File: config.mk
export PLATFORM = sky130hd
export DESIGN_NAME = fetch_unit_flat
export DESIGN_NICKNAME = d
export VERILOG_FILES = /design/src/rtl/cpu_pkg.sv /design/src/rtl/fetch_unit_if.sv /design/src/rtl/fetch_unit_fifo.sv /design/src/rtl/fetch_unit.sv /design/src/flat_wrapper.sv
export SDC_FILE = /design/constraint.sdc
export NUM_CORES = 1
export LEC_CHECK = 0
export CAP_MARGIN = 20
export CORE_MARGIN = 2
export CORE_UTILIZATION = 26
export DETAILED_ROUTE_END_ITERATION = 10
export PLACE_DENSITY = 0.58
export SLEW_MARGIN = 10
export SYNTH_ARGS = -nofsm -noshare
export SYNTH_HDL_FRONTEND = slang
export SYNTH_SLANG_ARGS = --single-unit
export TNS_END_PERCENT = 10
File: constraint.sdc
create_clock -name clock -period 2.82 [get_ports clock]
set_input_delay 0.282 -clock clock [delete_from_list [all_inputs] [get_ports clock]]
set_output_delay 0.282 -clock clock [all_outputs]
set_load 0.03 [all_outputs]
File: src/rtl/cpu_pkg.sv
// rtl/cpu_pkg.sv - shared types and constants for the instruction fetch stage
package cpu_pkg;

    localparam int XLEN    = 32;
    localparam int PC_STEP = 4;

    typedef enum logic [1:0] {
        FETCH = 2'd0,
        WAIT  = 2'd1,
        DROP  = 2'd2
    } fetch_state_t;

    typedef struct packed {
        logic [XLEN-1:0] pc;
        logic [XLEN-1:0] word;
    } fetch_entry_t;

endpackage

File: src/rtl/fetch_unit_if.sv
// rtl/fetch_unit_if.sv - instruction memory and decode handshakes of the fetch stage
interface fetch_unit_if #(parameter int n = 32);

    logic         imem_req;
    logic [n-1:0] imem_addr;
    logic         imem_ready;
    logic         imem_rvalid;
    logic [n-1:0] imem_rdata;
    logic         instr_valid;
    logic [n-1:0] instr;
    logic [n-1:0] instr_pc;
    logic         instr_ready;

    modport master (
        output imem_req, imem_addr, instr_valid, instr, instr_pc,
        input  imem_ready, imem_rvalid, imem_rdata, instr_ready
    );

    modport slave (
        input  imem_req, imem_addr, instr_valid, instr, instr_pc,
        output imem_ready, imem_rvalid, imem_rdata, instr_ready
    );

endinterface

File: src/rtl/fetch_unit_fifo.sv
// rtl/fetch_unit_fifo.sv - prefetch buffer holding fetched words with their PCs
module fetch_fifo #(
    parameter int n     = 32,
    parameter int DEPTH = 2,
    localparam int PW   = (DEPTH > 1) ? $clog2(DEPTH) : 1,
    localparam int CW   = $clog2(DEPTH + 1)
) (
    input  logic          clock,
    input  logic          reset,
    input  logic          flush,
    input  logic          push,
    input  logic          pop,
    input  logic [n-1:0]  i_pc,
    input  logic [n-1:0]  i_word,
    output logic [CW-1:0] o_count,
    output logic [n-1:0]  o_head_pc,
    output logic [n-1:0]  o_head_word
);

    logic [n-1:0]  r_pc   [DEPTH];
    logic [n-1:0]  r_word [DEPTH];
    logic [PW-1:0] r_rd;
    logic [PW-1:0] r_wr;
    logic [CW-1:0] r_count;
    logic          w_pop;

    function automatic logic [PW-1:0] ptr_inc(input logic [PW-1:0] p);
        return (p == PW'(DEPTH - 1)) ? '0 : p + PW'(1);
    endfunction

    // popping an empty buffer is a no-op
    assign w_pop = pop && (r_count != '0);

    always_ff @(posedge clock) begin
        if (reset) begin
            r_rd    <= '0;
            r_wr    <= '0;
            r_count <= '0;
            for (int i = 0; i < DEPTH; i++) begin
                r_pc[i]   <= '0;
                r_word[i] <= '0;
            end
        end else if (flush) begin
            r_rd    <= '0;
            r_wr    <= '0;
            r_count <= '0;
        end else begin
            if (push) begin
                r_pc[r_wr]   <= i_pc;
                r_word[r_wr] <= i_word;
                r_wr         <= ptr_inc(r_wr);
            end
            if (w_pop) begin
                r_rd <= ptr_inc(r_rd);
            end
            if (push && !w_pop) begin
                r_count <= r_count + CW'(1);
            end else if (!push && w_pop) begin
                r_count <= r_count - CW'(1);
            end
        end
    end

    assign o_count     = r_count;
    assign o_head_pc   = r_pc[r_rd];
    assign o_head_word = r_word[r_rd];

endmodule

File: src/rtl/fetch_unit.sv
// rtl/fetch_unit.sv - fetch PC, single-outstanding imem request FSM and prefetch buffer
// Optional FETCH_MISALIGN_CHECK_EN: flags misaligned redirects and halts fetch until reset.
module fetch_unit
    import cpu_pkg::*;
#(
    parameter int           n        = 32,
    parameter int           DEPTH    = 2,
    parameter logic [n-1:0] RESET_PC = '0
) (
    input  logic         clock,
    input  logic         reset,
    input  logic         redirect,
    input  logic [n-1:0] redirect_addr,
`ifdef FETCH_MISALIGN_CHECK_EN
    output logic         fetch_misalign,
`endif
    fetch_unit_if.master bus
);

    localparam int CW = $clog2(DEPTH + 1);

    fetch_state_t  r_state;
    fetch_state_t  w_next;
    logic [n-1:0]  r_pc;
    logic [n-1:0]  r_req_pc;
    logic [CW-1:0] w_count;
    logic [n-1:0]  w_head_pc;
    logic [n-1:0]  w_head_word;
    logic          w_req;
    logic          w_accept;
    logic          w_push;
    logic          w_pop;
    logic          w_halt;

`ifdef FETCH_MISALIGN_CHECK_EN
    logic r_misalign;

    always_ff @(posedge clock) begin
        if (reset) begin
            r_misalign <= 1'b0;
        end else if (redirect && (redirect_addr[1:0] != 2'b00)) begin
            r_misalign <= 1'b1;
        end
    end

    assign w_halt         = r_misalign;
    assign fetch_misalign = r_misalign;
`else
    assign w_halt = 1'b0;
`endif

    // a free buffer slot is reserved before issuing, so a response can always be pushed
    assign w_req    = (r_state == FETCH) && (w_count < CW'(DEPTH)) && !redirect && !reset && !w_halt;
    assign w_accept = w_req && bus.imem_ready;
    assign w_push   = (r_state == WAIT) && bus.imem_rvalid && !redirect;

    assign bus.imem_req    = w_req;
    assign bus.imem_addr   = r_pc;
    assign bus.instr_valid = (w_count != '0) && !reset;
    assign bus.instr       = w_head_word;
    assign bus.instr_pc    = w_head_pc;
    assign w_pop           = bus.instr_valid && bus.instr_ready;

    // a redirect with no response this cycle leaves one stale response to drain in DROP
    always_comb begin
        w_next = r_state;
        if (redirect) begin
            if (bus.imem_rvalid) begin
                w_next = FETCH;
            end else if (r_state != FETCH) begin
                w_next = DROP;
            end
        end else begin
            case (r_state)
                FETCH:   if (w_accept)        w_next = WAIT;
                WAIT:    if (bus.imem_rvalid) w_next = FETCH;
                DROP:    if (bus.imem_rvalid) w_next = FETCH;
                default:                      w_next = FETCH;
            endcase
        end
    end

    always_ff @(posedge clock) begin
        if (reset) begin
            r_state  <= FETCH;
            r_pc     <= RESET_PC;
            r_req_pc <= '0;
        end else begin
            r_state <= w_next;
            if (redirect) begin
                r_pc <= redirect_addr;
            end else if (w_accept) begin
                r_req_pc <= r_pc;
                r_pc     <= r_pc + n'(PC_STEP);
            end
        end
    end

    fetch_fifo #(
        .n     (n),
        .DEPTH (DEPTH)
    ) u_fifo (
        .clock       (clock),
        .reset       (reset),
        .flush       (redirect),
        .push        (w_push),
        .pop         (w_pop),
        .i_pc        (r_req_pc),
        .i_word      (bus.imem_rdata),
        .o_count     (w_count),
        .o_head_pc   (w_head_pc),
        .o_head_word (w_head_word)
    );

endmodule

File: src/flat_wrapper.sv
// flat-port wrapper written by rule: the top's interface ports become plain ports
module fetch_unit_flat import cpu_pkg::*;
#(
    parameter int           n        = 32,
    parameter int           DEPTH    = 2,
    parameter logic [n-1:0] RESET_PC = '0
)
  (clock, reset, redirect, redirect_addr, bus_imem_req, bus_imem_addr, bus_instr_valid, bus_instr, bus_instr_pc, bus_imem_ready, bus_imem_rvalid, bus_imem_rdata, bus_instr_ready);
  fetch_unit_if #(.n(n)) bus_i ();
  input  logic clock;
  input  logic reset;
  input  logic redirect;
  input  logic [n-1:0] redirect_addr;
  output wire logic [$bits(bus_i.imem_req)-1:0] bus_imem_req;
  output wire logic [$bits(bus_i.imem_addr)-1:0] bus_imem_addr;
  output wire logic [$bits(bus_i.instr_valid)-1:0] bus_instr_valid;
  output wire logic [$bits(bus_i.instr)-1:0] bus_instr;
  output wire logic [$bits(bus_i.instr_pc)-1:0] bus_instr_pc;
  input wire logic [$bits(bus_i.imem_ready)-1:0] bus_imem_ready;
  input wire logic [$bits(bus_i.imem_rvalid)-1:0] bus_imem_rvalid;
  input wire logic [$bits(bus_i.imem_rdata)-1:0] bus_imem_rdata;
  input wire logic [$bits(bus_i.instr_ready)-1:0] bus_instr_ready;
  assign bus_imem_req = bus_i.imem_req;
  assign bus_imem_addr = bus_i.imem_addr;
  assign bus_instr_valid = bus_i.instr_valid;
  assign bus_instr = bus_i.instr;
  assign bus_instr_pc = bus_i.instr_pc;
  assign bus_i.imem_ready = bus_imem_ready;
  assign bus_i.imem_rvalid = bus_imem_rvalid;
  assign bus_i.imem_rdata = bus_imem_rdata;
  assign bus_i.instr_ready = bus_instr_ready;
  fetch_unit #(.n(n), .DEPTH(DEPTH), .RESET_PC(RESET_PC)) u_core (.clock(clock), .reset(reset), .redirect(redirect), .redirect_addr(redirect_addr), .bus(bus_i));
endmodule
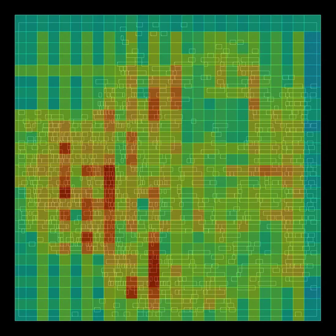
*Congestion heat map, run 1*
met3 GRT Util: 3.357%
met2 GRT Util: 21.25%

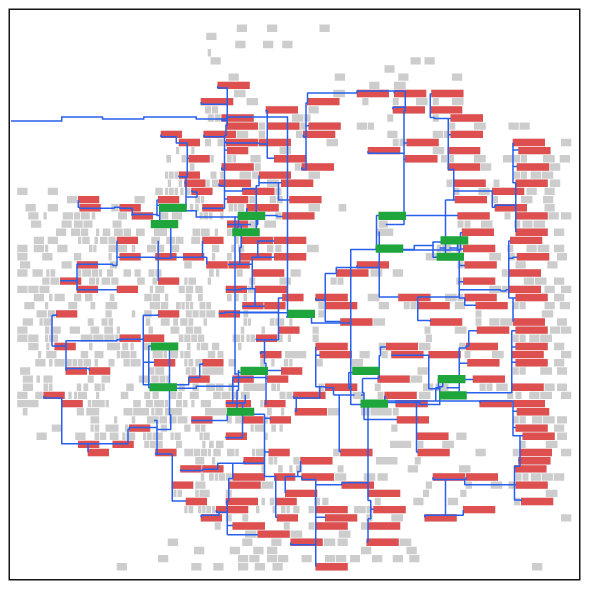
*Clock network drawn from the DEF, run 1*
(3 px per um)
clock-net drivers: drawn in green, count 17. flip-flops: drawn in red, count 199. clock wires: drawn in blue, length 2530 um.
There are 18 routed clock nets. Position of the flops: all over the die.
Clk. pwr: 2.37 mW
Worst Skew: 10.51 ps
clock latency on the worst-skew pair: 430 ps
clock power share: 37.0%

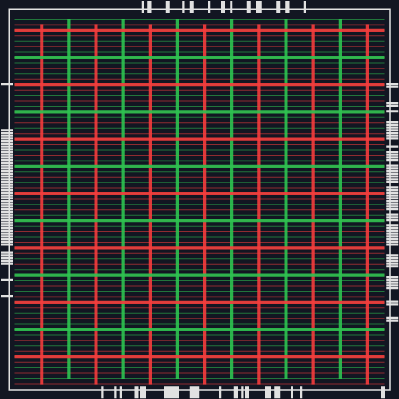
*Power grid, run 1*
(2 px per um) Pins as bars on the die edge.
VSS: drawn in red. VDD: drawn in green.
168 signal pins sit on the boundary. 13 straps on met5. The core has 67 rows. 68 met1 rails follow the rows. 13 straps on met4.
Core Region: 33700 um2
Peak VDD IR: 0.4023 mV
die height: 189.7 um
die span in x: 189.7 um

## run 1: power by group
part,internal (mW),switching [mW]
combinational,0.332,0.413
sequential,3.20,0.0847
clock,1.17,1.19
## run 1: worst reg2reg max path, delay by kind of cell, from the launching register on
kind / cells / cell delay (ps)
simple gates: 3 / 1230
compound gates: 1 / 240
fa+ha+maj: 1 / 280
flops: 1 / 340
buf+inv: 1 / 60
## run 1: cell type report
| class | instances | area [um2] | share of cell area, % |
|---|---|---|---|
| sequential | 199 | 5269 | 44.51 |
| multi-input combinational | 515 | 3422 | 28.91 |
| timing repair buffer | 195 | 1974 | 16.68 |
| tap | 448 | 560.5 | 4.735 |
| clock buffer | 18 | 429.2 | 3.625 |
| clock inverter | 14 | 130.1 | 1.099 |
| inverter | 14 | 52.55 | 0.4439 |
## run 1: metal layers
layer / GRT usage (%) / routed length, um / vias up
li1: - / - / 3129
met1: 18.17 / 11100 / 3130
met2: 21.25 / 10950 / 199
met3: 3.357 / 1565 / 11
met4: 3.190 / 219 / 0
met5: 0 / 0 / -
## run 1: cell families after synthesis
kind of cell	synth area share, %
and+or+nand+nor	20.76
DFF	58.74
AOI/OAI and AO/OA	7.259
muxes	8.264
buffers and inverters	3.350
xor gates and xnor gates	1.075
adders and majority gates	0.5584
## run 1: worst max-delay path by stage
stage / startpoint / endpoint / slack (ps) / cells past startpoint
4_1_cts: flop / bus_instr_pc[20] / 160 / 3
6_report: flop / bus_instr[5] / 240 / 3
2_1_floorplan: reset / u_core.u_fifo.r_pc[0][0]$_SDFFCE_PN0P_ / 130 / 4
3_3_place_gp: redirect / u_core.u_fifo.r_word[1][23]$_SDFFCE_PN0P_ / 520 / 5
3_5_place_dp: redirect / u_core.bus.imem_addr[22]$_SDFFE_PP0P_ / 430 / 7
5_1_grt: flop / bus_instr_pc[13] / 130 / 3
==> flow_summary.json, run 1 <==
{
  "clock_path_buffers": 2,
  "synthesis.yosys.warnings": 0,
  "fin_cells": 1403,
  "yosys_cells": 778,
  "ys_top_cells_by_count": "and2_1, edfxtp_1, nand2_1, dfxtp_1, mux2_2",
  "grt_pass1_wl_um": 37170,
  "syn_inst": 778,
  "post_dp_cell_area_um2": 11280,
  "area_growth_pct": 32.06,
  "drive_above_1_share_pct": 14.66,
  "hp-start": "reset",
  "crit_required_ps": 2540,
  "min_period_over_period_pct": 91.34,
  "htree_num_levels": 4,
  "yosys_area_um2": 8964,
  "synth_cell_types": 58,
  "track_usage_pct": 13.33,
  "holdPathStages": 2,
  "slowest_stage": "clkdlybuf4s50_1",
  "lay_top_cells": "clkdlybuf4s50_1, and2_1, edfxtp_1, nand2_1, dfxtp_1",
  "numCtsBuffers": 17,
  "routed-via-count": 6469,
  "async_reset_ff_share_pct": 0,
  "ios": 168,
  "cts_tree": "built",
  "max_slew_margin_pct": 49.65,
  "slowest_delay_ps": 610,
  "drt_wl_total_um": 23840,
  "final_core_util_pct": 35.13,
  "r2r_end": "u_core.bus.imem_addr[18]$_SDFFE_PP0P_",
  "fin_crit_ps": 2576,
  "path_class": "reg -> out",
  "reg2reg_from": "u_core.r_state[0]$_SDFFE_PP0P_",
  "drt_iter0_drc": 426,
  "holdBufCountCts": 0,
  "hold_viol_final": 0,
  "portBuffers": 167,
  "cp-start-kind": "flop",
  "place_ws_ps": 433.8,
  "grt-ovfl-total": 0,
  "final_net_count": 1016,
  "whs_ps": 285.7,
  "drt_pass1_iterations": 5,
  "warning_count": 27,
  "final_common_cell": "clkdlybuf4s50_1",
  "r2r_cells": 6,
  "cts_root_buffer": "clkbuf_16",
  "antenna_found_initial": 0,
  "grt_start_max_net_pins": 65,
  "cp.arrival_ps": 2290,
  "worst_pin_slew_ps": 748.4,
  "endpoint_kind": "output pin",
  "hp-class": "in -> reg",
  "top_cell_area_share_pct": 42.88,
  "top_cell": "and2_1",
  "power_density_nw_per_um2": 540.5,
  "synth-edff-count": 128,
  "floorplan.nets": 852,
  "drtAntennaViolNets": 0,
  "worstPathCellList": "buf_4 -> mux2_2 -> clkdlybuf4s50_1",
  "path_clk_slew_ps": 80,
  "synth_area_um2": 8964,
  "n_antenna_cell": 0,
  "path_max_fanout": 18,
  "viasPerCell": 4.611,
  "dieArea_um2": 35980,
  "synth-seq-cells": 199,
  "post-cts-setup-buffers": 0,
  "fp_util_pct": 26.60,
  "cts_resized": 0,
  "path_buffers": 2,
  "syn_area_per_cell_um2": 11.52,
  "placementRows": 67,
  "final.setup.worst_slack_ps": 244.2,
  "grt_pass1_vias": 6412,
  "drv_slew": 0,
  "topCellsByArea": "edfxtp_1, dfxtp_1, and2_1, mux2_2, nand2_1",
  "fmax_mhz": 388.2,
  "dp_hpwl_um": 16200,
  "setup_viol": 0,
  "r2r_setup_slack_ps": 570,
  "top_area_cell": "edfxtp_1",
  "drc": 0,
  "power_mw": 6.398,
  "hold_end": "u_core.bus.imem_addr[0]$_SDFFE_PP0P_",
  "ff_type": "edfxtp_1",
  "reg.largest.list": "u_core.u_fifo.r_pc: 64 flops, u_core.u_fifo.r_word: 64 flops",
  "leakagePower_nw": 4.139,
  "dpl.cell_count": 1371,
  "timing.setup.tns_ps": 0,
  "n_fill_cell": 3357,
  "wl_per_cell_um": 16.99,
  "gp_congestion": 0.8346,
  "rsz0062_at_grt": "false",
  "design_area_um2": 11840,
  "drv_cap": 0,
  "status": "completed",
  "ys_seq_share_pct": 58.74,
  "cts_num_sinks": 199,
  "cpLargestDelayFamily": "buffers and inverters"
}
### Placement density heat map, run 1

(1.5 px per um) 19 x 19 tiles, from white (low) to dark blue (high), 0 to 100% covered.
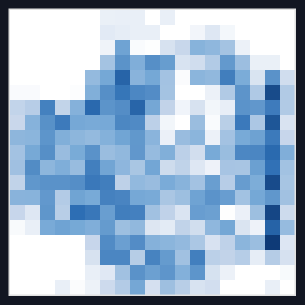

==> run 2: changes to the inputs <==
Settings changed: SETUP_SLACK_MARGIN set to 0.2.
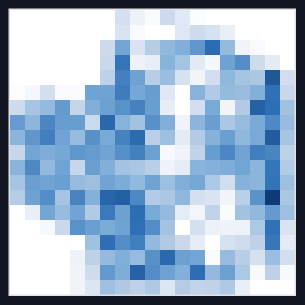
*Placement density heat map, run 2*
(1.5 px per um) 19 x 19 tiles, from white (low) to dark blue (high), 0 to 100% covered.
3.6% of the tiles are over 75% full. 21% of the tiles are nearly empty. The mean over all tiles is 32%.
post-layout util: 35.25%
Starting Density: 26.60%

==> run 2 against run 1 <==
- utilization increased by 0.12 points
- routed wire length increased by 1.7%
- global-route usage increased by 0.33 points
- clock power increased by 6%
- register-to-register slack got worse by 20 ps
- synthesized cell count unchanged
- via count decreased by 0.54%
- power increased by 2.1%
- synthesized area unchanged
- largest power group unchanged
- cell count unchanged
- sequential share of layout area decreased by 0.15 points
- worst hold slack improved by 56 ps
==> flow_summary.json, run 2 <==
{
  "r2r_end": "u_core.bus.imem_addr[12]$_SDFFE_PP0P_",
  "wl_per_cell_um": 17.27,
  "worstPathCellList": "buf_4 -> mux2_2 -> clkdlybuf4s50_1",
  "cp-start-kind": "flop",
  "path_class": "reg -> out",
  "placementRows": 67,
  "n_fill_cell": 3404,
  "final_common_cell": "clkdlybuf4s50_1",
  "warning_count": 27,
  "drv_slew": 0,
  "nNonClkBuffers": 195,
  "cpLargestDelayFamily": "buffers and inverters",
  "ios": 168,
  "dp_hpwl_um": 16320,
  "n_antenna_cell": 0,
  "floorplan.nets": 852,
  "path_buffers": 2,
  "grt_pass1_wl_um": 37540,
  "synth_cell_types": 58,
  "chipWidth_um": 189.7,
  "seq_area_share_pct": 44.36,
  "holdPathStages": 2,
  "cts_num_sinks": 199,
  "crit_required_ps": 2540,
  "top_area_cell": "edfxtp_1",
  "cp.arrival_ps": 2200,
  "antenna_found_initial": 0,
  "slowest_stage": "clkdlybuf4s50_1",
  "path_max_fanout": 16,
  "power_density_nw_per_um2": 550.2,
  "clkCellAreaFrac_pct": 5.193,
  "hp-start": "reset",
  "logic_gate_count": 515,
  "fin_crit_ps": 2482,
  "fin_worst_skew_ps": 13.64,
  "drtAntennaViolNets": 0,
  "gp_congestion": 0.8362,
  "worst_pin_slew_ps": 764.4,
  "reg2reg_from": "u_core.r_state[1]$_SDFFE_PP0P_",
  "drt_iter0_drc": 389,
  "critPathCapture": "bus_instr[29]",
  "reg.largest.list": "u_core.u_fifo.r_pc: 64 flops, u_core.u_fifo.r_word: 64 flops",
  "yosys_cells": 778,
  "grt-ovfl-total": 0,
  "drt_wl_total_um": 24230,
  "endpoint_kind": "output pin",
  "n_all_inverters": 14,
  "final_net_count": 1016,
  "logic_area_um2": 3422,
  "seq_cells": 199,
  "ys_top_cells_by_count": "and2_1, edfxtp_1, nand2_1, dfxtp_1, mux2_2",
  "portBuffers": 167,
  "r2r_cells": 6,
  "regArea_um2": 5269,
  "synth_area_um2": 8964,
  "fp.dieH_um": 189.7,
  "hp-class": "in -> reg",
  "dieArea_um2": 35980,
  "top_cell": "and2_1",
  "viasPerCell": 4.586,
  "max_slew_margin_pct": 48.57,
  "synth-edff-count": 128,
  "grt_pass1_vias": 6356,
  "synthesis.yosys.warnings": 0,
  "slowest_delay_ps": 600,
  "buf_share_pct": 16.48,
  "drt_pass1_iterations": 7,
  "worst-path-stages": 3,
  "drv_cap": 0,
  "area_growth_pct": 32.51,
  "numCtsBuffers": 17,
  "ys_seq_share_pct": 58.74,
  "drc": 0,
  "holdBufCountCts": 0,
  "largestClassByArea": "registers",
  "sh_comb_area_pct": 28.81,
  "clk_latency_ps": 430,
  "track_usage_pct": 13.66,
  "synth-seq-cells": 199,
  "drive_above_1_share_pct": 14.55,
  "r2r_setup_slack_ps": 550,
  "grt_start_max_net_pins": 65,
  "nClkBuffers": 26,
  "htree_num_levels": 4,
  "syn_area_per_cell_um2": 11.52,
  "taps": 448,
  "cts_root_buffer": "clkbuf_16",
  "setup_viol": 0,
  "status": "completed",
  "yosys_area_um2": 8964,
  "routed-via-count": 6434,
  "lay_top_cells": "clkdlybuf4s50_1, and2_1, edfxtp_1, nand2_1, dfxtp_1",
  "topCellsByArea": "edfxtp_1, dfxtp_1, and2_1, mux2_2, nand2_1",
  "cts_tree": "built",
  "hold_viol_final": 0,
  "syn_inst": 778,
  "core-area_um2": 33700,
  "top_cell_area_share_pct": 42.88,
  "async_reset_ff_share_pct": 0,
  "ff_type": "edfxtp_1",
  "path_clk_slew_ps": 80,
  "leakagePower_nw": 4.162,
  "hold_end": "u_core.bus.imem_addr[16]$_SDFFE_PP0P_",
  "rsz0062_at_grt": "false",
  "clock_path_buffers": 2,
  "min_period_over_period_pct": 88.01,
  "timing.setup.tns_ps": 0,
  "whs_ps": 341.8,
  "cts_resized": 0,
  "fmax_mhz": 402.9
}
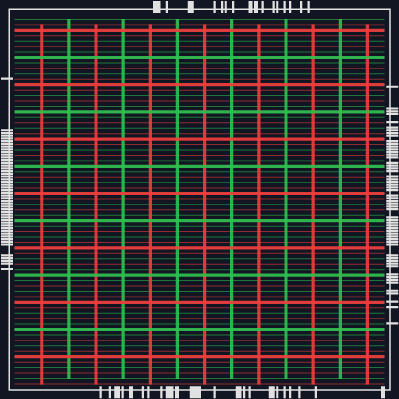
*Power grid, run 2*
(2 px per um) Pins as bars on the die edge.
Peak VDD IR: 0.4000 mV

-- run 2: netlist changes by cell type in the layout (fill, tap and decap cells not counted) --
cell / before / now
clkbuf_16: 17 / 21
clkbuf_8: 0 / 3
inv_6: 6 / 3
inv_8: 3 / 0
buf_12: 8 / 6
clkinv_4: 2 / 0
buf_4: 21 / 22
buf_8: 0 / 1
clkbuf_1: 1 / 2
clkinv_8: 1 / 0
inv_4: 0 / 1
-- run 2: metal layers --
layer	up-vias	part of all wire (%)	GRT usage, %	routed length (um)
li1	3133	-	-	-
met1	3087	48	19.30	11640
met2	189	45	20.92	10910
met3	25	5.3	2.878	1286
met4	0	1.6	4.234	399
met5	-	0	0	0
-- run 2: logic make-up (layout without fill, tap and decap cells) --
group,count (synthesis),count (layout),share of synthesized area [%]
adders and majority gates,4,4,0.5584
muxes,66,66,8.264
xor gates and xnor gates,11,11,1.075
AOI/OAI and AO/OA,100,100,7.259
buffers and inverters,64,241,3.350
DFF,199,199,58.74
and+or+nand+nor,334,334,20.76
-- run 2: per-stage QoR --
step	area [um2]	instances	power, mW	utilization [%]	setup slack [ps]
4_1_cts	11880	1403	6.617	35.25	271.5
6_report	11880	1403	6.535	35.25	338.2
2_1_floorplan	8965	778	3.713	-	452.4
5_1_grt	11880	1403	6.790	35.25	210.1
3_5_place_dp	11250	1370	4.091	33.37	516.5
3_3_place_gp	11250	1370	4.087	33.37	512.1
-- run 2: report_power, final --
group | internal (mW) | switching, mW
Sequential | 3.20 | 0.0935
Clock | 1.42 | 1.09
Combinational | 0.324 | 0.404
-- run 2: what timing repair did --
| item | CTS | global route |
|---|---|---|
| buffers inserted | 1 | 0 |
| hold endpoints to repair | 0 | 0 |
| setup endpoints to repair | 37 | 0 |
Power is estimated from default activity; no workload was simulated.
